### src/rtl/string_match_pkg.sv
// Shared types and helpers for the parallel-NFA match reporting path.
// Event records carry the pattern id and the byte position that completed the match.
package string_match_pkg;

    localparam int WEIGHT_NUM = 20;
    localparam int ID_W       = 5;
    localparam int POS_W      = 16;

    typedef struct packed {
        logic [ID_W-1:0]  id;
        logic [POS_W-1:0] pos;
    } match_event_t;

    // Index of the lowest set bit; zero when the vector is empty.
    function automatic logic [ID_W-1:0] lowest_set(input logic [WEIGHT_NUM-1:0] v);
        logic [ID_W-1:0] idx;
        idx = '0;
        for (int i = WEIGHT_NUM - 1; i >= 0; i--) begin
            if (v[i]) begin
                idx = ID_W'(i);
            end
        end
        return idx;
    endfunction

endpackage

### src/rtl/match_event_fifo.sv
// Synchronous FIFO of match events with full/empty flags.
// The head entry is read straight from the storage registers, so it is stable while not popped.
module match_event_fifo
    import string_match_pkg::*;
#(
    parameter int FIFO_DEPTH = 8
) (
    input  logic         clk,
    input  logic         reset,
    input  logic         push,
    input  match_event_t wr_ev,
    input  logic         pop,
    output match_event_t head,
    output logic         full,
    output logic         empty
);

    localparam int             AW      = $clog2(FIFO_DEPTH);
    localparam logic [AW:0]    DEPTH_C = (AW + 1)'(FIFO_DEPTH);
    localparam logic [AW-1:0]  PTR_ONE = AW'(1);
    localparam logic [AW:0]    CNT_ONE = (AW + 1)'(1);

    match_event_t  mem [FIFO_DEPTH];
    logic [AW-1:0] wr_ptr;
    logic [AW-1:0] rd_ptr;
    logic [AW:0]   count;
    logic          do_push;
    logic          do_pop;

    assign full    = (count == DEPTH_C);
    assign empty   = (count == '0);
    // A push is refused while full even if a pop frees a slot in the same cycle.
    assign do_push = push && !full;
    assign do_pop  = pop && !empty;
    assign head    = mem[rd_ptr];

    always_ff @(posedge clk or negedge reset) begin
        if (!reset) begin
            for (int i = 0; i < FIFO_DEPTH; i++) begin
                mem[i] <= '0;
            end
            wr_ptr <= '0;
            rd_ptr <= '0;
            count  <= '0;
        end else begin
            if (do_push) begin
                mem[wr_ptr] <= wr_ev;
                wr_ptr      <= wr_ptr + PTR_ONE;
            end
            if (do_pop) begin
                rd_ptr <= rd_ptr + PTR_ONE;
            end
            case ({do_push, do_pop})
                2'b10:   count <= count + CNT_ONE;
                2'b01:   count <= count - CNT_ONE;
                default: count <= count;
            endcase
        end
    end

endmodule

### src/rtl/match_event_reporter.sv
// Serialises per-character match bitmaps into {id, pos} events and drains them over valid/ready.
// Upstream is held off whenever a multi-hit bitmap is still being unpacked.
module match_event_reporter
    import string_match_pkg::match_event_t;
    import string_match_pkg::lowest_set;
#(
    parameter int WEIGHT_NUM = string_match_pkg::WEIGHT_NUM,
    parameter int ID_W       = string_match_pkg::ID_W,
    parameter int POS_W      = string_match_pkg::POS_W,
    parameter int FIFO_DEPTH = 8,
    parameter int CNT_W      = 16
) (
    input  logic                  clk,
    input  logic                  reset,
    input  logic                  sof,
    input  logic                  in_valid,
    output logic                  in_ready,
    input  logic [WEIGHT_NUM-1:0] match_vec,
    output logic                  out_valid,
    input  logic                  out_ready,
    output logic [ID_W-1:0]       out_id,
    output logic [POS_W-1:0]      out_pos,
    output logic [CNT_W-1:0]      match_cnt,
    output logic                  busy
);

    localparam logic [WEIGHT_NUM-1:0] VEC_ONE = WEIGHT_NUM'(1);
    localparam logic [POS_W-1:0]      POS_ONE = POS_W'(1);
    localparam logic [CNT_W-1:0]      CNT_ONE = CNT_W'(1);
    localparam logic [CNT_W-1:0]      CNT_MAX = '1;

    logic [POS_W-1:0]      pos;
    logic [POS_W-1:0]      cur_pos;
    logic [POS_W-1:0]      pend_pos;
    logic [WEIGHT_NUM-1:0] pend_vec;
    logic [CNT_W-1:0]      cnt;
    logic                  pend_any;
    logic                  pend_onehot;
    logic                  fifo_full;
    logic                  fifo_empty;
    logic                  acc;
    logic                  push;
    match_event_t          push_ev;
    match_event_t          head;

    assign pend_any    = |pend_vec;
    assign pend_onehot = pend_any && ((pend_vec & (pend_vec - VEC_ONE)) == '0);
    // A new bitmap may only land when the pending one empties during this same cycle.
    assign in_ready    = !pend_any || (pend_onehot && !fifo_full);
    assign acc         = in_valid && in_ready;
    assign cur_pos     = sof ? '0 : pos;
    assign push        = pend_any && !fifo_full;

    always_comb begin
        push_ev                = '0;
        push_ev.id             = lowest_set(pend_vec);
        push_ev.pos[POS_W-1:0] = pend_pos;
    end

    always_ff @(posedge clk or negedge reset) begin
        if (!reset) begin
            pos      <= '0;
            pend_vec <= '0;
            pend_pos <= '0;
            cnt      <= '0;
        end else begin
            if (acc) begin
                pos <= cur_pos + POS_ONE;
            end
            // Accept only happens with at most the last bit pending, so the reload never drops an event.
            if (acc) begin
                pend_vec <= match_vec;
            end else if (push) begin
                pend_vec <= pend_vec & (pend_vec - VEC_ONE);
            end
            if (acc && (|match_vec)) begin
                pend_pos <= cur_pos;
            end
            if (push && (cnt != CNT_MAX)) begin
                cnt <= cnt + CNT_ONE;
            end
        end
    end

    match_event_fifo #(
        .FIFO_DEPTH (FIFO_DEPTH)
    ) u_fifo (
        .clk   (clk),
        .reset (reset),
        .push  (push),
        .wr_ev (push_ev),
        .pop   (out_ready),
        .head  (head),
        .full  (fifo_full),
        .empty (fifo_empty)
    );

    assign out_valid = !fifo_empty;
    assign out_id    = head.id;
    assign out_pos   = head.pos[POS_W-1:0];
    assign match_cnt = cnt;
    assign busy      = pend_any || !fifo_empty;

endmodule

### config.mk
export PLATFORM = sky130hd
export DESIGN_NAME = match_event_reporter
export DESIGN_NICKNAME = d
export VERILOG_FILES = /design/src/rtl/string_match_pkg.sv /design/src/rtl/match_event_fifo.sv /design/src/rtl/match_event_reporter.sv
export SDC_FILE = /design/constraint.sdc
export NUM_CORES = 1
export LEC_CHECK = 0
export ABC_CLOCK_PERIOD_IN_PS = 6400
export CORE_MARGIN = 1.5
export CORE_UTILIZATION = 45
export DETAILED_ROUTE_END_ITERATION = 8
export GPL_ROUTABILITY_DRIVEN = 1
export SLEW_MARGIN = 20
export SYNTH_ARGS = -nofsm -noshare
export SYNTH_HDL_FRONTEND = slang
export SYNTH_SLANG_ARGS = --single-unit
export TNS_END_PERCENT = 100
### constraint.sdc
create_clock -name clk -period 6.4 [get_ports clk]
set_input_delay 0.96 -clock clk [delete_from_list [all_inputs] [get_ports clk]]
set_output_delay 0.96 -clock clk [all_outputs]
set_load 0.03 [all_outputs]
==> Implementation_results.wiki, run 1 <==
== Run summary ==
{| class="wikitable"
! Metric !! Value
|-
| Met1 Usage GRT || 0.295
|-
| Synthesized cell area || 11,800 µm²
|-
| Total die size || 27,200 µm²
|-
| Cell-by-cell trace of the critical path || or4_1 > nor3_1 > nor3_1 > nor4_2 > a21oi_2 > nor2_1 > clkdlybuf4s50_1
|-
| Via count of the first global-routing pass || 7,857
|-
| Most common cell after layout, fill and taps aside || sky130_fd_sc_hd__dfrtp_1
|-
| Standard cell core area || 25,900 µm²
|-
| Comb. cell area || 5260 µm²
|-
| Cells after synthesis || 1,040
|-
| Endpoint of the worst register-to-register path || u_fifo.mem[125]
|-
| Antenna Diode Count || 0
|-
| Setup TNS || 0 ns
|-
| Share of Yosys cell area claimed by the top area cell type || 0.522
|-
| Ranking of synthesized cells by area || sky130_fd_sc_hd__dfrtp_1, sky130_fd_sc_hd__mux2_2, sky130_fd_sc_hd__mux4_2, sky130_fd_sc_hd__nand2_1, sky130_fd_sc_hd__o21ai_0
|-
| Number of top-level pins || 65
|-
| Worst setup timing slack at the placement stage || 2.06 ns
|-
| Crit end category || primary output
|-
| Total overflow reported by the global router || 0
|-
| Final setup vio count || 0
|-
| Time the final worst path needs with I/O delays and setup || 4.95 ns
|-
| Last weighted congestion value of the routability-driven placer || 0.881
|-
| Count of library flops with an enable pin || 0
|-
| Clock Path Buffers || 3
|-
| Routed wire length || 26,300 µm
|-
| Clock transition time at the flip-flop clock pins of the worst setup and hold paths || 0.06 ns
|-
| Horizontal die dimension || 165 µm
|-
| Number of gates resized after cts || 0
|-
| Number of DRC violations after detailed routing || 0
|-
| Setup CP Type || reg -> out
|-
| Largest incremental delay on the critical path || 0.79 ns
|-
| Vertical die size || about 160 µm
|-
| Worst VDD drop || 0.000330 V
|-
| Drt via density || between 5 and 6
|-
| Dominant combinational cell family by area after synthesis || multiplexers
|-
| Ys flop type || sky130_fd_sc_hd__dfrtp_1
|-
| Power Dens Cells || 543 nW/µm²
|-
| Commonest cells after routing, fill and taps aside || sky130_fd_sc_hd__dfrtp_1, sky130_fd_sc_hd__nand2_1, sky130_fd_sc_hd__mux2_2
|-
| Unrepaired setup endpoints after global routing || no
|-
| Number of nets in the finished design || 1,110
|-
| Area added between synthesis and finish || 16.0%
|-
| Average wire per cell in the routed design || 18.4 µm
|-
| Number of DRC markers in iteration 0 || 473
|-
| Tool Warnings || 27
|-
| CTS Root Buffer Type || sky130_fd_sc_hd__clkbuf_16
|-
| Max_slew headroom || 0.271
|-
| Worst Path Max Fanout || 15
|-
| Mean Syn Cell Area || about 11 µm²
|-
| Pin count of the biggest net entering global routing || 134
|-
| Async S/R FF share, synth || 1.00
|-
| Critical path's slowest cell || sky130_fd_sc_hd__or4_1
|-
| Number of detailed-route iterations in the first pass || 7
|-
| Top cells by instance count after synthesis || sky130_fd_sc_hd__dfrtp_1, sky130_fd_sc_hd__nand2_1, sky130_fd_sc_hd__mux2_2, sky130_fd_sc_hd__o21ai_0, sky130_fd_sc_hd__mux4_2
|-
| Number of H-tree levels || 1
|-
| Setup slack, reg-to-reg || 2.38 ns
|-
| Cell total after placement || 1,381
|-
| Crit path setup slack, layout || 1.45 ns
|-
| Share of cell area taken by muxes after synthesis || 0.192
|-
| Sort of element at the start of the critical path || flop
|-
| Sequential cell area fraction in the yosys report || 0.522
|-
| Worst hold path class || in -> async
|-
| Achievable clock frequency || 202 MHz
|-
| Layout filler cell count || 2,221
|-
| Total clock sinks || 246
|-
| Required time of the critical path || about 5.4 ns
|-
| Reg2reg path depth || 8
|-
| Synth Area in Simple Gates || 0.136
|-
| Global-route usage over all layers || 0.204
|-
| Distinct cells, synth || 67
|-
| Area leader, netlist || sky130_fd_sc_hd__dfrtp_1
|-
| Compound Share, Synth || 0.0885
|-
| Status || complete, no violations
|-
| Actual transition at the worst max-transition pin || 1.09 ns
|-
| Yosys top cell by instances || sky130_fd_sc_hd__dfrtp_1
|-
| Number of antenna violations at the first check in global routing || 0
|-
| Ys flops || 246
|-
| Initial core utilization || 0.455
|-
| Buf/Inv on CP || 1
|-
| Static leakage || 6.20 nW
|-
| End-of-flow core utilization || 0.528
|-
| Share of cells above drive strength 1 || 0.217
|}
## run 1: how the worst max path moves through the flow
stage	to	slack [ns]	cells past startpoint
floorplan	in_ready	2.80	8
global placement	in_ready	2.08	7
detailed placement	in_ready	2.06	7
CTS	in_ready	1.45	7
global route	in_ready	1.21	7
finish	in_ready	1.45	7
## run 1: metal layers
metal	wire length, µm	vias to the layer above
li1	-	3771
met1	12400	3933
met2	12400	155
met3	1130	27
met4	431	0
met5	0	-
## run 1: state kept, by name (all words and copies together), names as in the netlist
name	cells
pend_vec	20
u_fifo.wr_ptr	3
u_fifo.rd_ptr	3
pos	16
u_fifo.count	4
match_cnt	16
u_fifo.mem	168
pend_pos	16
## run 1: cells by family after synthesis
family / count (synthesis)
adder cells (fa/ha/maj): 10
multiplexers: 157
AND-OR/OR-AND: 156
AND/OR/NAND/NOR: 355
buffers and inverters: 92
XOR/XNOR: 24
flip-flops: 246
## run 1: power by group
group          internal [mW]  switching (mW)
registers               2.02           0.456
logic                   1.37            1.88
clock network           1.05           0.640
## run 1: stage by stage
step	total power [mW]	hold slack [ns]	area [µm²]
final	7.42	0.283	13700
after floorplan	4.84	0.441	11800
after global placement	5.74	0.455	12700
after CTS	7.50	0.478	13600
after global routing	7.93	0.280	13700
after detailed placement	5.78	0.463	12700
## run 1: area by class of cell
| type | count | area share |
|---|---|---|
| multi-input cells | 702 | 0.385 |
| repair buffers | 76 | 0.0552 |
| clock inverters | 15 | 0.0132 |
| well taps | 335 | 0.0306 |
| inverters | 23 | 0.00640 |
| flip-flops and latches | 246 | 0.450 |
| clock buffers | 37 | 0.0596 |
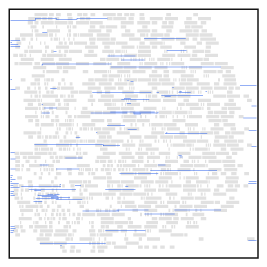
*Metal 3, run 1*
(1.5 px per µm) Cells faint in the background.
nets with wire on the layer	70
longest straight run	73.1 µm
GR Util met3: 0.0254
total number of vias: 7,886

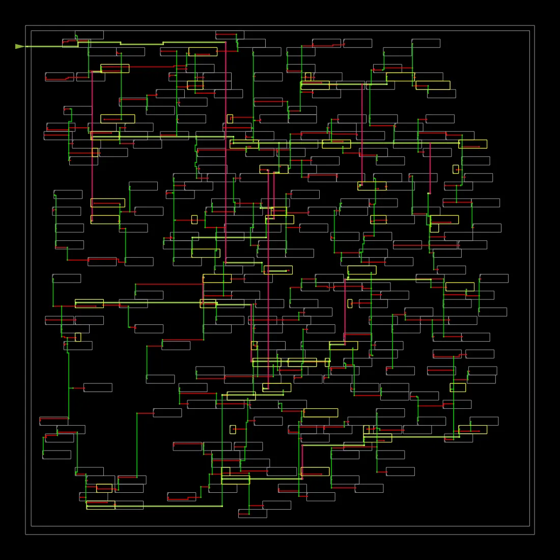
*The clock network, run 1*
TritonCTS buffer count: 28
Skew-Pair Late Insertion Delay: 0.54 ns
Seq Cell Count: 246
layout clock buffer count: 37
final setup skew: 0.0103 ns

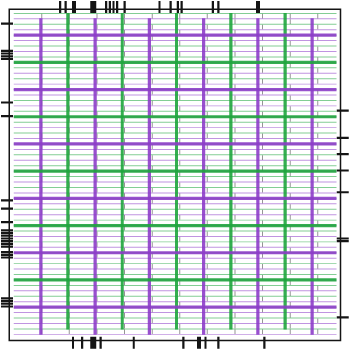
*Floorplan with the power grid, run 1*
(2 px per µm) Pins as bars on the die edge. Tap cells in grey.
colour	net
purple	VSS
green	VDD
met1 rails	60
met4 straps	11
met5 straps	11
tap cells	335

### Wiring by layer, run 1

(2 px per µm)
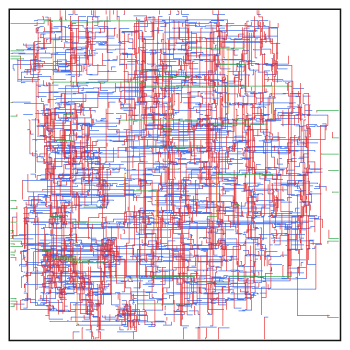

==> run 2, diff against run 1 <==
- ABC_CLOCK_PERIOD_IN_PS: 6400 -> 4100
- PLACE_DENSITY: not set -> 0.65
- clock period: 6.4 -> 4.1 ns (I/O delays scaled with it)
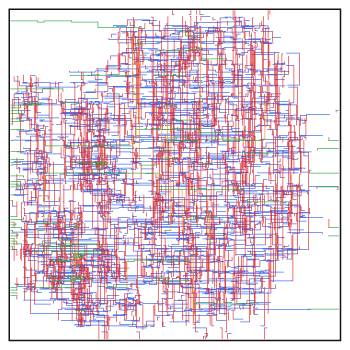
*Wiring by layer, run 2*
(2 px per µm)
colour	layer	wire length
orange	M4	466 µm
green	M3	1,150 µm
blue	M1	12,400 µm
red	M2	12,200 µm

==> run 2 against run 1 <==
Global-route usage is 0.18 points lower. Power up 54%. Via count is 2.4% higher. Critical path depth is 3 lower. Critical path type unchanged. Critical endpoint is now busy. Largest cell class unchanged. Highest routed layer unchanged.
==> Implementation_results.wiki, run 2 <==
== Run summary ==
{| class="wikitable"
! Metric !! Value
|-
| Total internal power || 6.77 mW (+52%)
|-
| Worst hold slack after final layout || 0.154 ns (-0.129 ns)
|-
| Area added between synthesis and finish || 15.5%
|-
| Setup CP Type || reg -> out
|-
| Commonest cells after routing, fill and taps aside || sky130_fd_sc_hd__dfrtp_1, sky130_fd_sc_hd__nand2_1, sky130_fd_sc_hd__mux2_2
|-
| Status || complete, no violations
|-
| Unrepaired setup endpoints after global routing || no
|-
| Initial core utilization || 0.455 (unchanged)
|-
| Sort of element at the start of the critical path || flop
|-
| Total power of the final layout || 11.4 mW (+54%)
|-
| Ranking of synthesized cells by area || sky130_fd_sc_hd__dfrtp_1, sky130_fd_sc_hd__mux2_2, sky130_fd_sc_hd__mux4_2, sky130_fd_sc_hd__nand2_1, sky130_fd_sc_hd__o21ai_0
|-
| Setup TNS || 0 ns (unchanged)
|-
| TritonCTS buffer count || 27 (-3.6%)
|-
| Synthesized cell area || 11,800 µm² (unchanged)
|-
| Setup slack, reg-to-reg || 0.59 ns (-1.79 ns)
|-
| Average wire per cell in the routed design || 18.2 µm (-0.90%)
|-
| Final hold viol count || 0
|-
| Clock transition time at the flip-flop clock pins of the worst setup and hold paths || 0.06 ns (about the same)
|-
| Worst VDD drop || 0.000441 V (+33%)
|-
| Pin count of the biggest net entering global routing || 110 (-18%)
|-
| Sequential group share of total power || 0.335 (about the same)
|-
| Reg2reg path depth || 12 (+4)
|-
| Count of library flops with an enable pin || 0 (unchanged)
|-
| Sequential cell area fraction in the yosys report || 0.522 (unchanged)
|-
| Yosys top cell by instances || sky130_fd_sc_hd__dfrtp_1
|-
| Time the final worst path needs with I/O delays and setup || 3.93 ns
|-
| Via count of the first global-routing pass || 8,039 (+2.3%)
|-
| Mean Syn Cell Area || 11.3 µm² (unchanged)
|-
| Async S/R FF share, synth || 1.00 (unchanged)
|-
| Achievable clock frequency || 255 MHz
|-
| Number of DRC violations after detailed routing || 0 (unchanged)
|-
| Actual transition at the worst max-transition pin || 1.08 ns (-0.0145 ns)
|-
| Total number of vias || 8,076 (+2.4%)
|-
| Total overflow reported by the global router || 0 (unchanged)
|-
| Worst setup timing slack at the placement stage || 0.606 ns (-1.46 ns)
|-
| Crit end category || primary output
|-
| Net switching power || 4.64 mW (+56%)
|-
| Number of antenna violations at the first check in global routing || 0 (unchanged)
|-
| Required time of the critical path || 3.48 ns (-1.96 ns)
|-
| Share of cells above drive strength 1 || 0.216 (-0.000981)
|-
| Horizontal die dimension || 165 µm (unchanged)
|-
| Register ranked first by flip-flop count || u_fifo.mem
|-
| Share of Yosys cell area claimed by the top area cell type || 0.522 (unchanged)
|-
| Drt via density || 5.61 (+2.1%)
|-
| Final setup vio count || 0 (unchanged)
|-
| Biggest registers after layout || u_fifo.mem (168), pend_vec (20)
|-
| Total die size || 27,200 µm² (unchanged)
|-
| Worst Path Max Fanout || 11 (-4)
|-
| Top cells by instance count after synthesis || sky130_fd_sc_hd__dfrtp_1, sky130_fd_sc_hd__nand2_1, sky130_fd_sc_hd__mux2_2, sky130_fd_sc_hd__o21ai_0, sky130_fd_sc_hd__mux4_2
|-
| Global-route usage over all layers || 0.202 (-0.00179)
|-
| Vertical die size || 165 µm (unchanged)
|-
| Ys flops || 246 (unchanged)
|-
| Number of top-level pins || 65 (unchanged)
|-
| Area leader, netlist || sky130_fd_sc_hd__dfrtp_1
|-
| Distinct cells, synth || 67 (unchanged)
|-
| Routed wire length || 26,200 µm (-0.55%)
|-
| Power Dens Cells || 838 nW/µm² (+54%)
|-
| Number of detailed-route iterations in the first pass || 5 (-2)
|-
| Antenna Diode Count || 0 (unchanged)
|-
| Combinational Power Share || 0.464 (+0.026)
|-
| Area after detailed placement || 12,800 µm² (+0.93%)
|-
| Share of the clock period used by the worst path after layout || 0.958
|-
| Fraction of power spent switching nets || 0.406 (+0.00563)
|-
| Static leakage || 6.18 nW (-0.27%)
|-
| Portion of total power attributed to the clock network || 0.201 (-0.027)
|-
| Ys flop type || sky130_fd_sc_hd__dfrtp_1
|-
| Final setup skew || 0.0118 ns (+0.00153 ns)
|-
| Number of gates resized after cts || 0 (unchanged)
|-
| Skew-Pair Late Insertion Delay || 0.53 ns (about the same)
|-
| Tool Warnings || 28 (+3.7%)
|-
| Detailed Place HPWL || 16,600 µm
|-
| Most common cell after layout, fill and taps aside || sky130_fd_sc_hd__dfrtp_1
|-
| Last weighted congestion value of the routability-driven placer || 0.879 (-0.16%)
|-
| Crit path setup slack, layout || 0.171 ns (-1.28 ns)
|-
| Critical path endpoint || busy
|-
| Number of DRC markers in iteration 0 || 481 (+1.7%)
|-
| Worst hold path class || in -> async
|-
| Clock Path Buffers || 3 (unchanged)
|-
| Endpoint of the worst register-to-register path || u_fifo.count[3]
|-
| Post-route cell area || 13,600 µm² (-0.39%)
|-
| Number of H-tree levels || 1 (unchanged)
|-
| Standard cell core area || 25,900 µm² (unchanged)
|-
| Number of nets in the finished design || 1,119 (+0.81%)
|-
| Max_slew headroom || 0.280 (+0.00970)
|-
| CTS Root Buffer Type || sky130_fd_sc_hd__clkbuf_16
|-
| Total clock sinks || 246 (unchanged)
|-
| Cells after synthesis || 1,040 (unchanged)
|}
-- run 2: kinds of logic (layout without fill, tap and decap cells) --
group | count (synthesis) | count (layout) | share of synthesized area
AOI/OAI and AO/OA | 156 | 156 | 0.0885
DFF | 246 | 246 | 0.522
xor gates and xnor gates | 24 | 24 | 0.0178
buffers and inverters | 92 | 156 | 0.0333
adders and majority gates | 10 | 10 | 0.0108
and+or+nand+nor | 355 | 355 | 0.136
muxes | 157 | 157 | 0.192
-- run 2: cell type report --
type	count	area, µm²
Clock buffer	39	771
Clock inverter	8	65.1
Fill cell	2297	12300
Inverter	23	87.6
Multi-Input combinational cell	702	5280
Sequential cell	246	6160
Tap cell	335	419
Timing Repair Buffer	86	846
-- run 2: worst max-delay path, cell delays in order, from the launching register on --
cell                              delay, ns
sky130_fd_sc_hd__dfrtp_1               0.49
sky130_fd_sc_hd__or4_1                 0.70
sky130_fd_sc_hd__or4_4                 0.62
sky130_fd_sc_hd__or3_1                 0.36
sky130_fd_sc_hd__clkdlybuf4s50_1       0.62
-- run 2: through the flow --
stage,cells,util
floorplan,1040,-
global placement,1392,0.493
detailed placement,1392,0.493
CTS,1439,0.525
global route,1439,0.526
finish,1439,0.526
-- run 2: metal layers --
layer	part of all wire	vias to the layer above	track usage
met2	0.47	192	0.329
met4	0.018	0	0.0467
met3	0.044	43	0.0239
met1	0.47	4076	0.290
met5	0	-	0
li1	-	3765	-
-- run 2: power by group through the flow --
stage / sequential, mW / clock [mW] / combinational [mW]
floorplan: 3.59 / 0 / 3.96
global placement: 3.83 / 0 / 5.19
detailed placement: 3.85 / 0 / 5.26
CTS: 3.82 / 2.35 / 5.28
global route: 3.93 / 2.44 / 5.83
finish: 3.82 / 2.30 / 5.29
### Metal 3, run 2

(1.5 px per µm) Cells faint in the background.
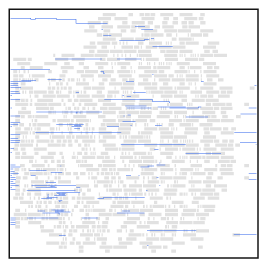

==> run 3, diff against run 2 <==
- CTS_BUF_LIST: not set -> sky130_fd_sc_hd__clkbuf_4 sky130_fd_sc_hd__clkbuf_8 sky130_fd_sc_hd__clkbuf_16
- GPL_ROUTABILITY_DRIVEN: 1 -> 0
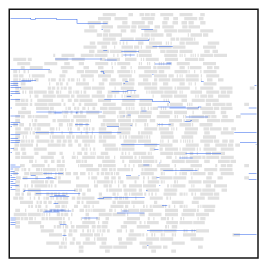
*Metal 3, run 3*
(1.5 px per µm) Cells faint in the background.
nets with wire on the layer	89
longest straight run	57.0 µm
share of all routed wire	4.1%
total number of vias: 8,062
routed wire length: 26,200 µm
GR Util met3: 0.0239

==> run 3 against run 2 <==
Synthesized area stayed put. Sequential power barely moved. Die area unchanged. Clock skew is 0.0013 ns lower. Global-route usage about the same. Sequential share of layout area fell by 0.087 points. Flip-flop count unchanged. Design area up 0.19%. Synthesized cell count did not move. Power grew 0.33%. Non-clock buffer count unchanged. Critical path depth unchanged. Critical path type unchanged. Largest cell class unchanged.
==> Implementation_results.wiki, run 3 <==
== Run summary ==
{| class="wikitable"
! Metric !! Value
|-
| Worst Path Max Fanout || 11 (unchanged)
|-
| Ys flop type || sky130_fd_sc_hd__dfrtp_1
|-
| Final std cells w/o fill || 1,439 (unchanged)
|-
| Buf/Inv on CP || 1 (unchanged)
|-
| Worst VDD drop || 0.000443 V (+0.43%)
|-
| Static leakage || 6.21 nW (+0.39%)
|-
| Yosys top cell by instances || sky130_fd_sc_hd__dfrtp_1
|-
| Top cells by instance count after synthesis || sky130_fd_sc_hd__dfrtp_1, sky130_fd_sc_hd__nand2_1, sky130_fd_sc_hd__mux2_2, sky130_fd_sc_hd__o21ai_0, sky130_fd_sc_hd__mux4_2
|-
| Dominant combinational cell family by area after synthesis || multiplexers
|-
| Time the final worst path needs with I/O delays and setup || 3.93 ns (+0.000528 ns)
|-
| Horizontal die dimension || 165 µm (unchanged)
|-
| Global-route usage over all layers || 0.202 (-0.000297)
|-
| DR WL met3 || 1060 µm (-7.6%)
|-
| Actual transition at the worst max-transition pin || 1.07 ns (-0.00733 ns)
|-
| Tool Warnings || 28 (unchanged)
|-
| Crit path setup slack, layout || 0.171 ns (-0.000528 ns)
|-
| Number of H-tree levels || 1 (unchanged)
|-
| Highest routing layer actually used || met4
|-
| Worst hold slack after final layout || 0.152 ns (-0.00133 ns)
|-
| Clock transition time at the flip-flop clock pins of the worst setup and hold paths || 0.06 ns (about the same)
|-
| Worst path arrival time || 3.31 ns
|-
| Synth Area in Simple Gates || 0.136 (unchanged)
|-
| Standard cell core area || 25,900 µm² (unchanged)
|-
| Clock Path Buffers || 3 (unchanged)
|-
| Ranking of synthesized cells by area || sky130_fd_sc_hd__dfrtp_1, sky130_fd_sc_hd__mux2_2, sky130_fd_sc_hd__mux4_2, sky130_fd_sc_hd__nand2_1, sky130_fd_sc_hd__o21ai_0
|-
| Largest incremental delay on the critical path || 0.70 ns (about the same)
|-
| Number of detailed-route iterations in the first pass || 4 (-1)
|-
| Cell type group with the largest total delay on the critical path || simple AND/OR/NAND/NOR gates
|-
| Share of cells above drive strength 1 || 0.222 (+0.00634)
|-
| Synthesized cell area || 11,800 µm² (unchanged)
|-
| Register ranked first by flip-flop count || u_fifo.mem
|-
| Final hold viol count || 0 (unchanged)
|-
| Reg2reg path depth || 12 (unchanged)
|-
| Distinct cells, synth || 67 (unchanged)
|-
| Pin count of the biggest net entering global routing || 110 (unchanged)
|-
| Share of Yosys cell area claimed by the top area cell type || 0.522 (unchanged)
|-
| Total power of the final layout || 11.5 mW (+0.33%)
|-
| Worst hold path class || in -> async
|-
| Detailed-routed wire length on met2 || 12,200 µm (+0.16%)
|-
| Setup CP Type || reg -> out
|-
| Most common cell after layout, fill and taps aside || sky130_fd_sc_hd__dfrtp_1
|-
| Skew-Pair Late Insertion Delay || 0.52 ns (about the same)
|-
| Number of antenna violations at the first check in global routing || 0 (unchanged)
|-
| Number of top-level pins || 65 (unchanged)
|-
| Area after detailed placement || 12,800 µm² (unchanged)
|-
| Status || complete, no violations
|-
| Biggest registers after layout || u_fifo.mem (168), pend_vec (20)
|-
| Share of cell area taken by muxes after synthesis || 0.192 (unchanged)
|-
| CTS Root Buffer Type || sky130_fd_sc_hd__clkbuf_16
|-
| Final setup vio count || 0 (unchanged)
|-
| Cell total after placement || 1,392 (unchanged)
|-
| Share of the clock period used by the worst path after layout || 0.958 (about the same)
|-
| Area leader, netlist || sky130_fd_sc_hd__dfrtp_1
|-
| Antenna Diode Count || 0 (unchanged)
|-
| Routed length on met1 || 12,500 µm (+0.87%)
|-
| Area fraction in full adders, half adders and majority gates || 0.0108 (unchanged)
|-
| Average wire per cell in the routed design || 18.2 µm (about the same)
|-
| Total overflow reported by the global router || 0 (unchanged)
|-
| Area added between synthesis and finish || 15.7%
|-
| TritonCTS buffer count || 27 (unchanged)
|-
| Number of nets in the finished design || 1,119 (unchanged)
|-
| Endpoint of the worst register-to-register path || u_fifo.count[3]
|-
| Setup TNS || 0 ns (unchanged)
|-
| Via count of the first global-routing pass || 8,049 (+0.12%)
|-
| Sort of element at the start of the critical path || flop
|-
| Worst setup timing slack at the placement stage || 0.606 ns (unchanged)
|-
| Setup slack, reg-to-reg || 0.58 ns (about the same)
|-
| Achievable clock frequency || 255 MHz (about the same)
|-
| End-of-flow core utilization || 0.527 (+0.00101)
|-
| Total die size || 27,200 µm² (unchanged)
|-
| Total clock sinks || 246 (unchanged)
|-
| Number of DRC markers in iteration 0 || 483 (+0.42%)
|-
| Cell-by-cell trace of the critical path || or4_1 > or4_4 > or3_1 > clkdlybuf4s50_1
|-
| Critical path's slowest cell || sky130_fd_sc_hd__or4_1
|-
| Final setup skew || 0.0105 ns (-0.00132 ns)
|-
| Mean Syn Cell Area || 11.3 µm² (unchanged)
|-
| Compound Share, Synth || 0.0885 (unchanged)
|-
| Number of gates resized after cts || 0 (unchanged)
|-
| Post-route cell area || 13,700 µm² (+0.19%)
|-
| Cells after synthesis || 1,040 (unchanged)
|-
| Power Dens Cells || 839 nW/µm² (+0.14%)
|}
-- run 3: cell counts in the layout (fill, tap and decap cells not counted) --
Identical to the previous run, type by type.
-- run 3: how the worst max path moves through the flow --
stage | startpoint | end | cells past startpoint
floorplan | pend_vec[5] | u_fifo.count[3] | 14
global placement | pend_vec[4] | u_fifo.count[3] | 12
detailed placement | pend_vec[4] | u_fifo.count[3] | 12
CTS | pend_vec[0] | in_ready | 8
global route | pend_vec[4] | in_ready | 7
finish | pend_vec[4] | busy | 4
-- run 3: final cells by class --
type	count	area, µm²	share of cell area
clock buffers	39	797	0.0584
flip-flops and latches	246	6160	0.451
inverters	23	87.6	0.00642
multi-input cells	702	5280	0.387
well taps	335	419	0.0307
repair buffers	86	846	0.0620
clock inverters	8	65.1	0.00477
-- run 3: report_power, final --
group	total [mW]	switching (mW)	internal [mW]
Sequential	3.82	0.668	3.16
Combinational	5.29	3.03	2.26
Clock	2.34	0.937	1.40
-- run 3: layer usage --
layer  track usage  vias up
met5             0        -
met4        0.0467        0
met3        0.0239       37
met2         0.329      169
met1         0.289     4083
li1              -     3773
-- run 3: worst register-to-register path, stage by stage (launching register included) --
cell                       delay (ns)
sky130_fd_sc_hd__dfrtp_1         0.49
sky130_fd_sc_hd__or4_1           0.70
sky130_fd_sc_hd__or4_4           0.62
sky130_fd_sc_hd__nor2_4          0.27
sky130_fd_sc_hd__nor2_4          0.11
sky130_fd_sc_hd__clkinv_2        0.09
sky130_fd_sc_hd__ha_1            0.19
sky130_fd_sc_hd__ha_1            0.24
sky130_fd_sc_hd__a21o_1          0.17
sky130_fd_sc_hd__a21oi_1         0.18
sky130_fd_sc_hd__xnor2_1         0.14
sky130_fd_sc_hd__nor2_1          0.06
sky130_fd_sc_hd__xor2_1          0.14
No activity file was given, so power comes from the tool's default toggle rates.
